run_1/metal_stack.png
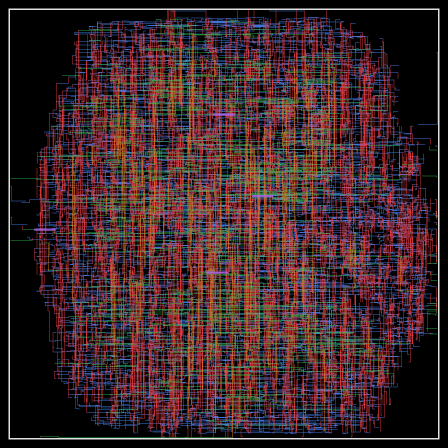
run_1/final_congestion.png
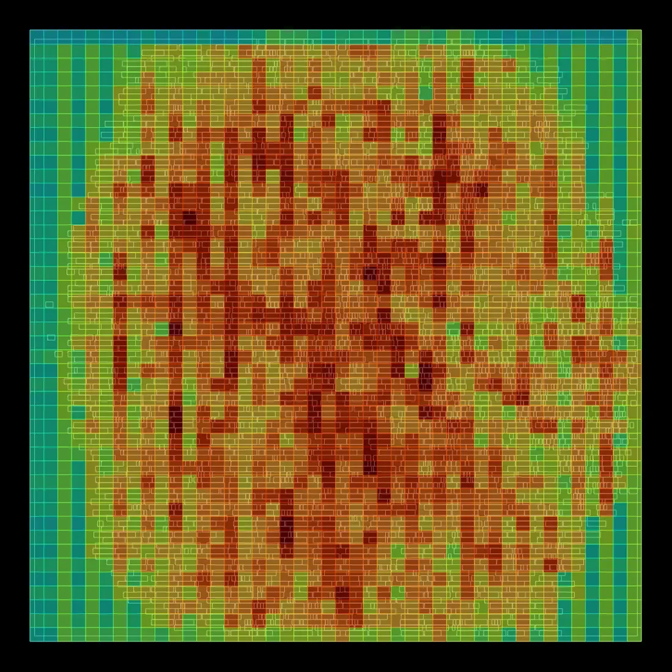
run_1/clock_map.png
Bar = 100 um.
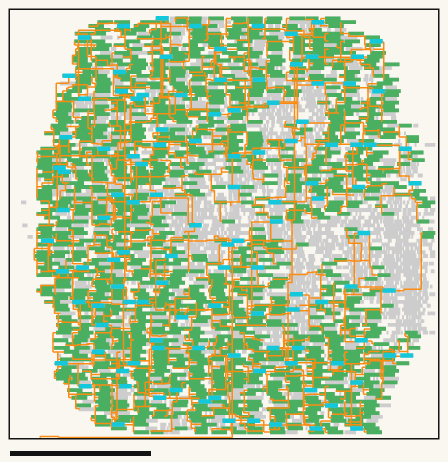
File: src/rtl/ii_stream_gen.sv
// ii_stream_gen: builds the integral image (ii) and the squared integral image
// (sii) from a raster pixel stream. It emits one ii word and one sii word per
// accepted pixel, each on its own valid/ready stream with end-of-row and
// end-of-frame markers.
//
// Ports:
//   clk, rst          clock; asynchronous active-low reset
//   pix_valid/ready   input pixel handshake; pix_data is an unsigned pixel
//   ii_valid/ready    ii output stream; ii_data, ii_eot[0]=last column, [1]=last pixel
//   sii_valid/ready   sii output stream; sii_data, sii_eot (same encoding)
//   sat_flag          sticky saturation status (only with II_SATURATE_EN)
//
// Optional build macro: II_SATURATE_EN. When it is defined, the adders clamp
// at their maximum value instead of wrapping, and the sat_flag port is added.
module ii_stream_gen #(
  parameter int unsigned W_PIX      = 8,
  parameter int unsigned IMG_WIDTH  = 25,
  parameter int unsigned IMG_HEIGHT = 25,
  parameter int unsigned W_II       = 18,
  parameter int unsigned W_SII      = 26
) (
  input  logic               clk,
  input  logic               rst,
  input  logic               pix_valid,
  output logic               pix_ready,
  input  logic [W_PIX-1:0]   pix_data,
  output logic               ii_valid,
  input  logic               ii_ready,
  output logic [W_II-1:0]    ii_data,
  output logic [1:0]         ii_eot,
  output logic               sii_valid,
  input  logic               sii_ready,
  output logic [W_SII-1:0]   sii_data,
  output logic [1:0]         sii_eot
`ifdef II_SATURATE_EN
  ,
  output logic               sat_flag
`endif
);

  localparam int unsigned W_X  = (IMG_WIDTH  > 1) ? $clog2(IMG_WIDTH)  : 1;
  localparam int unsigned W_Y  = (IMG_HEIGHT > 1) ? $clog2(IMG_HEIGHT) : 1;
  localparam int unsigned W_SQ = 2 * W_PIX;

  // Raster position and per-row state
  logic [W_X-1:0]   x_q, x_d;
  logic [W_Y-1:0]   y_q, y_d;
  logic             first_row_q, first_row_d;
  logic [W_II-1:0]  rs_ii_q, rs_ii_d;
  logic [W_SII-1:0] rs_sq_q, rs_sq_d;

  // Line buffers: previous row's ii/sii per column
  logic [W_II-1:0]  lb_ii_q [IMG_WIDTH];
  logic [W_SII-1:0] lb_sq_q [IMG_WIDTH];

  // Output slots
  logic             ii_valid_q, ii_valid_d;
  logic [W_II-1:0]  ii_data_q, ii_data_d;
  logic [1:0]       ii_eot_q, ii_eot_d;
  logic             sii_valid_q, sii_valid_d;
  logic [W_SII-1:0] sii_data_q, sii_data_d;
  logic [1:0]       sii_eot_q, sii_eot_d;

  logic             accept;
  logic             last_col, last_row;
  logic [W_SQ-1:0]  pix_sq;
  logic [W_II-1:0]  lb_ii_rd, rs_ii_new, ii_new;
  logic [W_SII-1:0] lb_sq_rd, rs_sq_new, sii_new;

`ifdef II_SATURATE_EN
  logic             sat_q, sat_d;
  logic             sat_hit;
`endif

  // Fork handshake: a pixel is taken only when both slots can accept a word
  assign pix_ready = rst && (!ii_valid_q || ii_ready) && (!sii_valid_q || sii_ready);
  assign accept    = pix_valid && pix_ready;

  assign last_col  = (x_q == W_X'(IMG_WIDTH - 1));
  assign last_row  = (y_q == W_Y'(IMG_HEIGHT - 1));

  assign pix_sq    = W_SQ'(pix_data) * W_SQ'(pix_data);

  // The first row of a frame has nothing above it
  assign lb_ii_rd  = first_row_q ? '0 : lb_ii_q[x_q];
  assign lb_sq_rd  = first_row_q ? '0 : lb_sq_q[x_q];

`ifdef II_SATURATE_EN
  // Saturating adders: a carry out clamps the result to all ones
  logic [W_II:0]  rs_ii_sum, ii_sum;
  logic [W_SII:0] rs_sq_sum, sii_sum;

  always_comb begin
    rs_ii_sum = {1'b0, rs_ii_q} + (W_II+1)'(pix_data);
    rs_ii_new = rs_ii_sum[W_II] ? '1 : rs_ii_sum[W_II-1:0];
    rs_sq_sum = {1'b0, rs_sq_q} + (W_SII+1)'(pix_sq);
    rs_sq_new = rs_sq_sum[W_SII] ? '1 : rs_sq_sum[W_SII-1:0];
    ii_sum    = {1'b0, rs_ii_new} + {1'b0, lb_ii_rd};
    ii_new    = ii_sum[W_II] ? '1 : ii_sum[W_II-1:0];
    sii_sum   = {1'b0, rs_sq_new} + {1'b0, lb_sq_rd};
    sii_new   = sii_sum[W_SII] ? '1 : sii_sum[W_SII-1:0];
    sat_hit   = rs_ii_sum[W_II] | ii_sum[W_II] | rs_sq_sum[W_SII] | sii_sum[W_SII];
  end
`else
  // Modulo adders
  always_comb begin
    rs_ii_new = rs_ii_q + W_II'(pix_data);
    rs_sq_new = rs_sq_q + W_SII'(pix_sq);
    ii_new    = rs_ii_new + lb_ii_rd;
    sii_new   = rs_sq_new + lb_sq_rd;
  end
`endif

  // Next-state: slot drain/reload, raster counters, row sums
  always_comb begin
    x_d         = x_q;
    y_d         = y_q;
    first_row_d = first_row_q;
    rs_ii_d     = rs_ii_q;
    rs_sq_d     = rs_sq_q;
    ii_valid_d  = ii_valid_q;
    ii_data_d   = ii_data_q;
    ii_eot_d    = ii_eot_q;
    sii_valid_d = sii_valid_q;
    sii_data_d  = sii_data_q;
    sii_eot_d   = sii_eot_q;
`ifdef II_SATURATE_EN
    sat_d       = sat_q;
`endif

    if (ii_valid_q && ii_ready)   ii_valid_d  = 1'b0;
    if (sii_valid_q && sii_ready) sii_valid_d = 1'b0;

    if (accept) begin
      ii_valid_d  = 1'b1;
      ii_data_d   = ii_new;
      ii_eot_d    = {last_col && last_row, last_col};
      sii_valid_d = 1'b1;
      sii_data_d  = sii_new;
      sii_eot_d   = {last_col && last_row, last_col};
      rs_ii_d     = rs_ii_new;
      rs_sq_d     = rs_sq_new;
`ifdef II_SATURATE_EN
      // First pixel of a frame restarts the sticky flag
      sat_d = ((x_q == '0 && y_q == '0) ? 1'b0 : sat_q) | sat_hit;
`endif
      if (last_col) begin
        // Row sums restart at column 0 of every row
        x_d     = '0;
        rs_ii_d = '0;
        rs_sq_d = '0;
        if (last_row) begin
          y_d         = '0;
          first_row_d = 1'b1;
        end else begin
          y_d         = y_q + W_Y'(1);
          first_row_d = 1'b0;
        end
      end else begin
        x_d = x_q + W_X'(1);
      end
    end
  end

  // State registers
  always_ff @(posedge clk or negedge rst) begin
    if (!rst) begin
      x_q         <= '0;
      y_q         <= '0;
      first_row_q <= 1'b1;
      rs_ii_q     <= '0;
      rs_sq_q     <= '0;
      ii_valid_q  <= 1'b0;
      ii_data_q   <= '0;
      ii_eot_q    <= '0;
      sii_valid_q <= 1'b0;
      sii_data_q  <= '0;
      sii_eot_q   <= '0;
`ifdef II_SATURATE_EN
      sat_q       <= 1'b0;
`endif
    end else begin
      x_q         <= x_d;
      y_q         <= y_d;
      first_row_q <= first_row_d;
      rs_ii_q     <= rs_ii_d;
      rs_sq_q     <= rs_sq_d;
      ii_valid_q  <= ii_valid_d;
      ii_data_q   <= ii_data_d;
      ii_eot_q    <= ii_eot_d;
      sii_valid_q <= sii_valid_d;
      sii_data_q  <= sii_data_d;
      sii_eot_q   <= sii_eot_d;
`ifdef II_SATURATE_EN
      sat_q       <= sat_d;
`endif
    end
  end

  // Line buffer write; contents need no reset since first_row masks the read
  always_ff @(posedge clk) begin
    if (accept) begin
      lb_ii_q[x_q] <= ii_new;
      lb_sq_q[x_q] <= sii_new;
    end
  end

  assign ii_valid  = ii_valid_q;
  assign ii_data   = ii_data_q;
  assign ii_eot    = ii_eot_q;
  assign sii_valid = sii_valid_q;
  assign sii_data  = sii_data_q;
  assign sii_eot   = sii_eot_q;
`ifdef II_SATURATE_EN
  assign sat_flag  = sat_q;
`endif

endmodule

File: config.mk
export PLATFORM = sky130hd
export DESIGN_NAME = ii_stream_gen
export DESIGN_NICKNAME = d
export VERILOG_FILES = /design/src/rtl/ii_stream_gen.sv
export SDC_FILE = /design/constraint.sdc
export NUM_CORES = 1
export LEC_CHECK = 0
export CORE_MARGIN = 2
export CORE_UTILIZATION = 57
export DETAILED_ROUTE_END_ITERATION = 7
export PLACE_DENSITY = 0.76
export REMOVE_ABC_BUFFERS = 1
export SLEW_MARGIN = 20
export SYNTH_ARGS = -nofsm -noshare
export SYNTH_HDL_FRONTEND = slang
export SYNTH_SLANG_ARGS = --single-unit
File: constraint.sdc
create_clock -name clk -period 6.2 [get_ports clk]
set_input_delay 0.93 -clock clk [delete_from_list [all_inputs] [get_ports clk]]
set_output_delay 0.93 -clock clk [all_outputs]
set_load 0.02 [all_outputs]
==> out/metrics.yaml, run 1 <==
cells_and_area:
  final_cell_mix: "1,100 x edfxtp_1, 254 x mux4_2, 241 x buf_4"
  seq_area_um2: 35600
  seq_share_pct: 58.7
  n_clock_buffer: 135
  synthToLayoutAreaGrowth_pct: 18.5
  logic_gates: 1508
  drive_gt1_share_pct: 28.3
  stdcell_count: 4577
  design_area_um2: 60700
  combGateArea_um2: 15600
  buffer_area_share_pct: 6.40
  sh_comb_area_pct: 25.7
  area_dominant_class: "flip-flops and latches"
  clock_area_share_pct: 6.23
  lay_top_count: "edfxtp_1"
  nFlopsAndLatches: 1203
  nNetsFinal: 3462
  fill_cells: 5403
  antennaDiodeCount: 1
  inverters_excl_clock: 96
  buffers: 385
final_timing:
  max_freq_mhz: 148
  whs_ns: 0.206
  slew_violations: 0
  finalCritPeriodShare_pct: 109
  fin_ws_ns: -0.561
  fin_setup_tns_ns: -75.50
  hold_viol_final: 0
  finClkSkew_ns: 0.0286
  maxSlewHeadroom_pct: 21.1
  period_minus_slack_ns: 6.76
  worstMarginPinSlew_ns: 1.18
  rsz0062_at_grt: "true"
  setup_viol: 208
cts:
  cts_tree: "done"
  clock.latency.late_pin_ns: 0.71
  cts_root_buffer: "clkbuf_16"
  clk_pin_slew_ns: 0.06
  cts_made_buffers: 115
  htree_levels: 3
  cts_sinks: 1203
  cts_max_path_buffers: 3
synthesis:
  async_flop_share_pct: 8.56
  ys_cells: 2958
  yosys_warnings: 0
  ys_chip_area_um2: 51200
  ys_types: 79
  edf_count: 1100
  postSynthAreaPerCell_um2: 17.3
  ff_type: "edfxtp_1"
  syn_area_um2: 51200
  synth_cells: 2958
  yosysSeqAreaShare_pct: 69.5
  ys_ff: 1203
critical_path:
  cpMaxStageDelayCell: "fa_1"
  worst-setup-path-type: "in2reg"
  end_kind: "flip-flop"
  rrSetupSlack_ns: -0.36
  r2r_start: "rs_sq_q[4]"
  r2r_cells: 27
  crit_path_start: "pix_data[1]"
  worstPathRequired_ns: 6.65
  path_depth: 30
  cpPeakStageDelay_ns: 0.52
  path_buffers: 8
  r2r-end: "lb_sq_q[4][25]"
  cp_top_family: "adder cells"
  critPathLaunchType: "primary input"
  cp_max_fo: 7
  arrival_ns: 7.22
  endpoint: "lb_sq_q[4][25]"
routing:
  vias: 30700
  m1WireLength_um: 51200
  routedWlPerCell_um: 31.0
  antenna_left: 0
  vias_per_cell: 6.70
  wl_met3_um: 16200
  drt-total-wl_um: 142000
  drc: 0
  firstDrtPassIters: 8
  dr_wl_met2_um: 66900
  dr.first_iter.drc_count: 4177
  routed.top_layer: "met5"
run:
  warnings: 36
  cap_violations: 0
floorplan:
  coreArea_um2: 88800
  row_count: 109
  die_x_um: 304
  fp_util_pct: 57.7
  fp.dieH_um: 304
  taps: 1165
  pin_count: 64
  dieArea_um2: 92300
placed_design:
  pre_cts_ws_ns: -1.97
  hpwl_um: 80500
  gp_congestion: 0.945
  port_buffers: 63
  place_area_um2: 55500
global_routing:
  grt_pass1_wl_um: 208000
  antenna_found_initial: 4
  grt_pass1_vias: 31500
  grt_max_degree: 72
  grt_usage_pct: 31.0
  grt_overflow: 0
  busiest_layer: "met2"
run_status:
  violations: "setup timing"
  status: "complete, but fails checks"
worst_hold_path:
  hp-class: "in2async"
Notes on metal_stack.png above:
- met1: blue (wire length 51.2 mm)
- met4: orange (wire length 7,690 um)
- met5: purple (wire length 55.2 um)
- met2: red (wire length 66.9 mm)
- met3: green (wire length 16,200 um)

Notes on final_congestion.png above:
Util after Layout: 68.4%
met2 GRT Util: 48.9%
met1 usage: 41.5%
met3 Usage GRT: 6.64%

Notes on clock_map.png above:
- cells driving clock nets: cyan (count 115)
- flip-flops: green (count 1,203)
- clock wires: orange (length 13,100 um)
- flops lie: all over the die
- routed clock nets: 116

## run 1: cell usage after synthesis, drive strengths merged (7+ instances only)
cell type | n | area, um^2
ha | 100 | 1250
edfxtp | 1100 | 33000
xor2 | 32 | 280
a21oi | 138 | 691
nor2b | 10 | 62.6
nor3 | 21 | 105
a22o | 17 | 149
and3 | 14 | 87.6
xnor2 | 51 | 454
inv | 96 | 360
a211oi | 11 | 82.6
a31oi | 14 | 87.6
mux2i | 45 | 450
nand4 | 8 | 50.1
nand2b | 16 | 100
nand3 | 43 | 225
a22oi | 11 | 82.6
nor2 | 126 | 473
a222oi | 8 | 80.1
o21bai | 15 | 113
mux4 | 256 | 5770
nand2 | 238 | 893
a21o | 30 | 225
o211ai | 8 | 65.1
clkbuf | 65 | 244
o21ai | 69 | 345
buf | 86 | 442
dfrtp | 102 | 2550
a221oi | 42 | 368
or3 | 8 | 50.1
and2 | 27 | 169
o21a | 7 | 52.6
fa | 40 | 801
mux2 | 36 | 409
## run 1: timing repair
item,CTS,global route
setup buffers,30,8
resized,172,43
cloned,17,0
pin swaps,69,42
endpoints found under the setup margin,362,386
hold buffers,0,0
## run 1: cells by family (layout without fill, tap and decap cells)
family	Yosys count	in the layout	synth area share (%)
AOI/OAI and AO/OA	413	413	5.32
other	0	1	0
buffers and inverters	247	700	2.04
muxes	337	337	12.9
DFF	1203	1203	69.5
and+or+nand+nor	534	534	4.68
adders and majority gates	140	140	4.01
xor gates and xnor gates	84	84	1.48
## run 1: sequential cells by signal (all words and copies together), names as in the netlist
name,cells
sii_data,26
rs_sq_q,26
rs_ii_q,18
sii_eot,2
ii_valid,1
lb_sq_q,650
sii_valid,1
x_q,5
ii_data,18
y_q,5
first_row_q,1
lb_ii_q,450
==> inputs of run 2 (changes only) <==
--- a/config.mk
+++ b/config.mk
@@ -5,6 +5,7 @@
 export SDC_FILE = /design/constraint.sdc
 export NUM_CORES = 1
 export LEC_CHECK = 0
+export ABC_CLOCK_PERIOD_IN_PS = 6200
 export CORE_MARGIN = 2
 export CORE_UTILIZATION = 57
 export DETAILED_ROUTE_END_ITERATION = 7
run_2/pdn.png
Bar = 100 um. Pins as bars on the die edge.
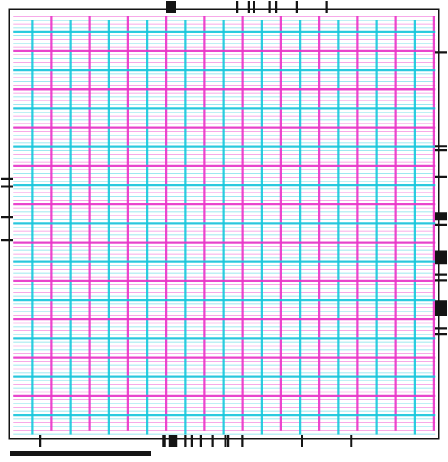
- VDD: magenta
- VSS: cyan
- met4 straps: 22
- met1 rails: 110
- met5 straps: 21
- signal pins: 64
- rows: 109

==> run 2 against run 1 <==
The run still ends with setup timing left; register-to-register slack is essentially flat; wire length did not move; area after synthesis did not move; first-iteration DRC count did not move.
==> out/metrics.yaml, run 2 <==
run_status:
  status: "complete, but fails checks"
  violations: "setup timing"
synthesis:
  yosys_warnings: 0  # unchanged
  ys_cells: 2958  # unchanged
  yosysTopAreaCellShare_pct: 64.5  # unchanged
  ys_sh_mux_pct: 12.9  # unchanged
  common_cells: "1,100 x edfxtp_1, 254 x mux4_2, 238 x nand2_1"
  most_common_cell: "edfxtp_1"
  top_logic_kind: "multiplexers"
  postSynthAreaPerCell_um2: 17.3  # unchanged
  ys_types: 79  # unchanged
  ff_type: "edfxtp_1"
  aoi_share_pct: 5.32  # unchanged
  synth_cells: 2958  # unchanged
  synthXorXnorAreaFrac_pct: 1.48  # unchanged
  area_leaders: "edfxtp_1 64%, mux4_2 11%, dfrtp_1 5.0%"
  ys_ff: 1203  # unchanged
  syn_area_um2: 51200  # unchanged
  synthSimpleGateAreaFrac_pct: 4.68  # unchanged
  yosysSeqAreaShare_pct: 69.5  # unchanged
  async_flop_share_pct: 8.56  # unchanged
critical_path:
  worstPathRequired_ns: 6.65  # about the same
  cp_max_fo: 7  # unchanged
  cp_top_family: "adder cells"
  arrival_ns: 7.22  # about the same
  r2r_start: "rs_sq_q[4]"
  rrSetupSlack_ns: -0.36  # about the same
  endpoint: "lb_sq_q[4][25]"
  critPathLaunchType: "primary input"
  path_depth: 30  # unchanged
  worst-setup-path-type: "in2reg"
  r2r_cells: 27  # unchanged
  path_buffers: 8  # unchanged
  cpPeakStageDelay_ns: 0.52  # about the same
  cpMaxStageDelayCell: "fa_1"
cells_and_area:
  synthToLayoutAreaGrowth_pct: 18.5  # unchanged
  largest_reg_flops: 650  # unchanged
  final_cell_mix: "1,100 x edfxtp_1, 254 x mux4_2, 241 x buf_4"
  design_area_um2: 60700  # unchanged
  drive_gt1_share_pct: 28.3  # unchanged
  regMostFlops: "lb_sq_q"
  lay_top_count: "edfxtp_1"
  nNetsFinal: 3462  # unchanged
global_routing:
  grt_max_degree: 72  # unchanged
  grt_overflow: 0  # unchanged
  grt_pass1_vias: 31500  # unchanged
  grt_pass1_wl_um: 208000  # unchanged
  antenna_found_initial: 4  # unchanged
routing:
  dr.first_iter.drc_count: 4177  # unchanged
  firstDrtPassIters: 8  # unchanged
  routedWlPerCell_um: 31.0  # unchanged
cts:
  clk_pin_slew_ns: 0.06  # about the same
  cts_made_buffers: 115  # unchanged
  cts_max_path_buffers: 3  # unchanged
  cts_root_buffer: "clkbuf_16"
  htree_levels: 3  # unchanged
  cts_tree: "done"
placed_design:
  pre_cts_ws_ns: -1.97  # unchanged
  place_area_um2: 55500  # unchanged
  port_buffers: 63  # unchanged
final_timing:
  whs_ns: 0.206  # unchanged
  finClkSkew_ns: 0.0286  # unchanged
  max_freq_mhz: 148  # unchanged
  period_minus_slack_ns: 6.76  # unchanged
  slew_violations: 0  # unchanged
  setup_viol: 208  # unchanged
  fin_ws_ns: -0.561  # unchanged
  rsz0062_at_grt: "true"
run:
  cap_violations: 0  # unchanged
floorplan:
  die_x_um: 304  # unchanged
  coreArea_um2: 88800  # unchanged
  fp.dieH_um: 304  # unchanged
## run 2: layout make-up
type	instances	area [um^2]
clock buffer	135	2950
multi-input combinational	1508	15600
antenna	1	2.50
tap	1165	1460
inverter	96	360
clock inverter	84	831
timing repair buffer	385	3880
fill	5403	28100
sequential	1203	35600
## run 2: per-layer routing
layer / routed length (um) / part of all wire, % / GRT usage, % / vias up
li1: - / - / - / 12400
met1: 51200 / 36 / 41.5 / 15700
met2: 66900 / 47 / 48.9 / 2154
met3: 16200 / 11 / 6.64 / 477
met4: 7690 / 5.4 / 15.1 / 8
met5: 55 / 0.039 / 0 / -
## run 2: per-stage QoR
stage / std cells / TNS, ns / utilization, %
4_1_cts: 4571 / -44.03 / 68.1
3_5_place_dp: 4306 / -557.54 / 62.5
5_1_grt: 4576 / -117.47 / 68.4
6_report: 4577 / -75.50 / 68.4
3_3_place_gp: 4306 / -529.23 / 62.5
2_1_floorplan: 2807 / - / -
## run 2: logic make-up (layout without fill, tap and decap cells)
logic type / count (synthesis) / after routing
other: 0 / 1
multiplexers: 337 / 337
adder cells (fa/ha/maj): 140 / 140
AND/OR/NAND/NOR: 534 / 534
buffers and inverters: 247 / 700
XOR/XNOR: 84 / 84
flip-flops: 1203 / 1203
AND-OR/OR-AND: 413 / 413
## run 2: repair_timing
item | CTS | global route
gates cloned | 17 | 0
hold buffers | 0 | 0
buffers inserted | 30 | 8
pin swaps | 69 | 42
endpoints found under the setup margin | 362 | 386
gates resized | 172 | 43
